[src/rtl/cnt_arb_pkg.sv]
// Shared types and constants for the counter bus arbiter slice.
// Build option: define CNT_ARB_LOCK_EN to enable per-requester ownership lock.
package cnt_arb_pkg;

    localparam int DATA_W = 8;
    localparam int MAX_N  = 8;

    typedef enum logic [1:0] {
        IDLE,
        EXEC,
        ACK
    } state_t;

endpackage

[src/rtl/cnt_arb_if.sv]
// Requester-side handshake bundle of the counter bus arbiter.
// req/req_wr/req_data(/req_lock) from clients; gnt/rd_valid/rd_data back.
interface cnt_arb_if
    import cnt_arb_pkg::*;
#(
    parameter int N  = 4,
    parameter int DW = DATA_W
);
    logic [N-1:0]    req;
    logic [N-1:0]    req_wr;
    logic [N*DW-1:0] req_data;
    logic [N-1:0]    gnt;
    logic            rd_valid;
    logic [DW-1:0]   rd_data;
`ifdef CNT_ARB_LOCK_EN
    logic [N-1:0]    req_lock;

    modport master (
        output req, req_wr, req_data, req_lock,
        input  gnt, rd_valid, rd_data
    );
    modport slave (
        input  req, req_wr, req_data, req_lock,
        output gnt, rd_valid, rd_data
    );
`else
    modport master (
        output req, req_wr, req_data,
        input  gnt, rd_valid, rd_data
    );
    modport slave (
        input  req, req_wr, req_data,
        output gnt, rd_valid, rd_data
    );
`endif
endinterface

[src/rtl/rr_pick.sv]
// Combinational round-robin pick: first set req bit at or after ptr.
// Ports: req, ptr in; one-hot sel, binary idx, any out.
module rr_pick #(
    parameter int N  = 4,
    parameter int IW = 2
) (
    input  logic [N-1:0]  req,
    input  logic [IW-1:0] ptr,
    output logic [N-1:0]  sel,
    output logic [IW-1:0] idx,
    output logic          any
);

    always_comb begin
        int            j;
        logic [IW-1:0] k;
        sel = '0;
        idx = '0;
        any = 1'b0;
        j   = 0;
        k   = '0;
        for (int off = 0; off < N; off++) begin
            j = int'(ptr) + off;
            if (j >= N) j = j - N;
            k = IW'(j);
            if (!any && req[k]) begin
                any    = 1'b1;
                sel[k] = 1'b1;
                idx    = k;
            end
        end
    end

endmodule

[src/rtl/counter_bus_arbiter.sv]
// Shares one loadable tri-state counter among N requesters (round-robin).
// Ports: clk, rst_n, bus (cnt_arb_if.slave), cnt_load/cnt_load_in/cnt_en
// out to the counter, cnt_bus in. Option: CNT_ARB_LOCK_EN (req_lock).
module counter_bus_arbiter
    import cnt_arb_pkg::*;
#(
    parameter int N  = 4,
    parameter int DW = DATA_W
) (
    input  logic          clk,
    input  logic          rst_n,
    cnt_arb_if.slave      bus,
    output logic          cnt_load,
    output logic [DW-1:0] cnt_load_in,
    output logic          cnt_en,
    input  logic [DW-1:0] cnt_bus
);

    localparam int IW = (N > 1) ? $clog2(N) : 1;
    localparam logic [IW-1:0] LAST = IW'(N - 1);

    state_t        state, state_d;
    logic [IW-1:0] rr_ptr, rr_d;
    logic [IW-1:0] cur_idx, idx_d;
    logic [N-1:0]  cur_sel, sel_d;
    logic          cur_wr, wr_d;
    logic [IW-1:0] pick_idx, sel_idx;
    logic [N-1:0]  pick_sel, sel_oh, gnt_d;
    logic          pick_any, go;
    logic          load_d, en_d, rdv_d, cap;
    logic [DW-1:0] load_in_d;
    logic [DW-1:0] data_arr [N];

    rr_pick #(.N(N), .IW(IW)) u_pick (
        .req (bus.req),
        .ptr (rr_ptr),
        .sel (pick_sel),
        .idx (pick_idx),
        .any (pick_any)
    );

    always_comb begin
        for (int i = 0; i < N; i++)
            data_arr[i] = bus.req_data[i*DW +: DW];
    end

`ifdef CNT_ARB_LOCK_EN
    logic lock_hold, lock_d;
    // A held lock re-selects the previous owner regardless of the pointer.
    assign go      = pick_any | lock_hold;
    assign sel_idx = lock_hold ? cur_idx : pick_idx;
    assign sel_oh  = lock_hold ? cur_sel : pick_sel;
`else
    assign go      = pick_any;
    assign sel_idx = pick_idx;
    assign sel_oh  = pick_sel;
`endif

    always_comb begin
        state_d   = state;
        rr_d      = rr_ptr;
        idx_d     = cur_idx;
        sel_d     = cur_sel;
        wr_d      = cur_wr;
        load_d    = 1'b0;
        load_in_d = '0;
        en_d      = 1'b0;
        gnt_d     = '0;
        rdv_d     = 1'b0;
        cap       = 1'b0;
`ifdef CNT_ARB_LOCK_EN
        lock_d    = lock_hold;
`endif
        unique case (state)
            IDLE: begin
                if (go) begin
                    idx_d   = sel_idx;
                    sel_d   = sel_oh;
                    wr_d    = bus.req_wr[sel_idx];
                    // Outputs are registered, so set them on entry to EXEC.
                    load_d  = wr_d;
                    en_d    = !wr_d;
                    if (wr_d) load_in_d = data_arr[sel_idx];
`ifdef CNT_ARB_LOCK_EN
                    lock_d  = 1'b0;
`endif
                    state_d = EXEC;
                end
            end
            EXEC: begin
                // Bus is driven this cycle only; capture at its closing edge.
                cap     = !cur_wr;
                gnt_d   = cur_sel;
                rdv_d   = !cur_wr;
                state_d = ACK;
            end
            ACK: begin
                rr_d = (cur_idx == LAST) ? '0 : cur_idx + 1'b1;
`ifdef CNT_ARB_LOCK_EN
                if (bus.req_lock[cur_idx] && bus.req[cur_idx]) begin
                    lock_d = 1'b1;
                    rr_d   = rr_ptr;
                end
`endif
                state_d = IDLE;
            end
            default: state_d = IDLE;
        endcase
    end

    always_ff @(posedge clk or negedge rst_n) begin
        if (!rst_n) begin
            state        <= IDLE;
            rr_ptr       <= '0;
            cur_idx      <= '0;
            cur_sel      <= '0;
            cur_wr       <= 1'b0;
            cnt_load     <= 1'b0;
            cnt_load_in  <= '0;
            cnt_en       <= 1'b0;
            bus.gnt      <= '0;
            bus.rd_valid <= 1'b0;
            bus.rd_data  <= '0;
`ifdef CNT_ARB_LOCK_EN
            lock_hold    <= 1'b0;
`endif
        end else begin
            state        <= state_d;
            rr_ptr       <= rr_d;
            cur_idx      <= idx_d;
            cur_sel      <= sel_d;
            cur_wr       <= wr_d;
            cnt_load     <= load_d;
            cnt_load_in  <= load_in_d;
            cnt_en       <= en_d;
            bus.gnt      <= gnt_d;
            bus.rd_valid <= rdv_d;
            if (cap) bus.rd_data <= cnt_bus;
`ifdef CNT_ARB_LOCK_EN
            lock_hold    <= lock_d;
`endif
        end
    end

endmodule

[src/flat_wrapper.sv]
// flat-port wrapper written by rule: the top's interface ports become plain ports
module counter_bus_arbiter_flat import cnt_arb_pkg::*;
#(
    parameter int N  = 4,
    parameter int DW = DATA_W
)
  (clk, rst_n, cnt_load, cnt_load_in, cnt_en, cnt_bus, bus_req, bus_req_wr, bus_req_data, bus_gnt, bus_rd_valid, bus_rd_data);
  cnt_arb_if #(.N(N), .DW(DW)) bus_i ();
  input  logic clk;
  input  logic rst_n;
  output logic cnt_load;
  output logic [DW-1:0] cnt_load_in;
  output logic cnt_en;
  input  logic [DW-1:0] cnt_bus;
  input wire logic [$bits(bus_i.req)-1:0] bus_req;
  input wire logic [$bits(bus_i.req_wr)-1:0] bus_req_wr;
  input wire logic [$bits(bus_i.req_data)-1:0] bus_req_data;
  output wire logic [$bits(bus_i.gnt)-1:0] bus_gnt;
  output wire logic [$bits(bus_i.rd_valid)-1:0] bus_rd_valid;
  output wire logic [$bits(bus_i.rd_data)-1:0] bus_rd_data;
  assign bus_i.req = bus_req;
  assign bus_i.req_wr = bus_req_wr;
  assign bus_i.req_data = bus_req_data;
  assign bus_gnt = bus_i.gnt;
  assign bus_rd_valid = bus_i.rd_valid;
  assign bus_rd_data = bus_i.rd_data;
  counter_bus_arbiter #(.N(N), .DW(DW)) u_core (.clk(clk), .rst_n(rst_n), .bus(bus_i), .cnt_load(cnt_load), .cnt_load_in(cnt_load_in), .cnt_en(cnt_en), .cnt_bus(cnt_bus));
endmodule
[config.mk]
export PLATFORM = sky130hd
export DESIGN_NAME = counter_bus_arbiter_flat
export DESIGN_NICKNAME = d
export VERILOG_FILES = /design/src/rtl/cnt_arb_pkg.sv /design/src/rtl/cnt_arb_if.sv /design/src/rtl/rr_pick.sv /design/src/rtl/counter_bus_arbiter.sv /design/src/flat_wrapper.sv
export SDC_FILE = /design/constraint.sdc
export NUM_CORES = 1
export LEC_CHECK = 0
export CORE_UTILIZATION = 48
export DETAILED_ROUTE_END_ITERATION = 8
export HOLD_SLACK_MARGIN = 0.05
export PLACE_DENSITY = 0.85
export SLEW_MARGIN = 30
export SYNTH_ARGS = -nofsm -noshare
export SYNTH_HDL_FRONTEND = slang
export SYNTH_SLANG_ARGS = --single-unit
[constraint.sdc]
create_clock -name clk -period 7.2 [get_ports clk]
set_clock_uncertainty 0.2 [all_clocks]
set_input_delay 0.72 -clock clk [delete_from_list [all_inputs] [get_ports clk]]
set_output_delay 0.72 -clock clk [all_outputs]
set_load 0.02 [all_outputs]
Figure 1. Clock wiring as the flow saved it.
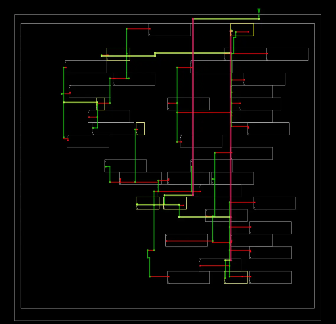
number of CTS-inserted buffers: 5
Flops: 34
Sink Count: 34
Late-Pin Clk Latency: 290 ps
clkbuf count: 5

Figure 2. Signal metal coverage by tile.
Scale bar: 20 um. The die is cut into 13 by 13 equal tiles; dark blue is low, red is high, scaled to the fullest tile. Values are wire area over tile area, all layers added.
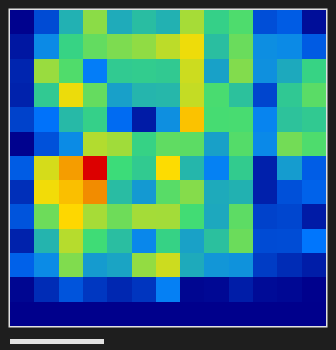
The mean over all tiles is 0.17. The fullest tile reaches 0.47. 30% of the tiles are over half the peak. 12% of the tiles are nearly empty. The emptiest ninth of the die: lower right.
overall routing resource usage: 0.2259
WL per Instance: 15.73 um
total number of vias: 1692
final wirelength: 4782 um

==> run notes <==
flow finished, numbers: Post-Syn Area per Cell=11.15 sq um, clk slew on worst S/H paths=70 ps, RSZ-0062 raised after global routing=no, worst setup margin=3545 ps, largest net degree at the start of global routing=35, EDFF count, synth=0, cell type with the largest total area=dfrtp_1, Pint=0.7378 mW, first-pass GRT wire length=7403 um, P&R area growth vs syn=40.04%, Synth area leaders=dfrtp_1 (42%), mux2i_1 (9.8%), ha_1 (5.5%), worst r2r src=u_core.rr_ptr[0], Core ar.=4029 sq um, tool warnings=33, Logic family by area=multiplexers, Simple Share, Synth=0.1067, status=finished clean, Tot Pwr=1.268 mW, reg-to-reg endpoint=u_core.cnt_load_in[7], number of gates resized after cts=0
-- critical path: cells and delay by family, from the launching register on --
family	cells	cell delay, ps
DFF	1	870
AOI/OAI and AO/OA	3	660
buffers and inverters	2	650
muxes	1	540
adders and majority gates	1	470
and+or+nand+nor	1	110
-- metal layers --
metal / track usage / vias up / wire length (um)
li1: - / 812 / -
met1: 0.2708 / 820 / 1987
met2: 0.3800 / 54 / 2492
met3: 0.05743 / 6 / 213
met4: 0.1011 / 0 / 89
met5: 0 / - / 0
Power and IR drop assume default switching activity.
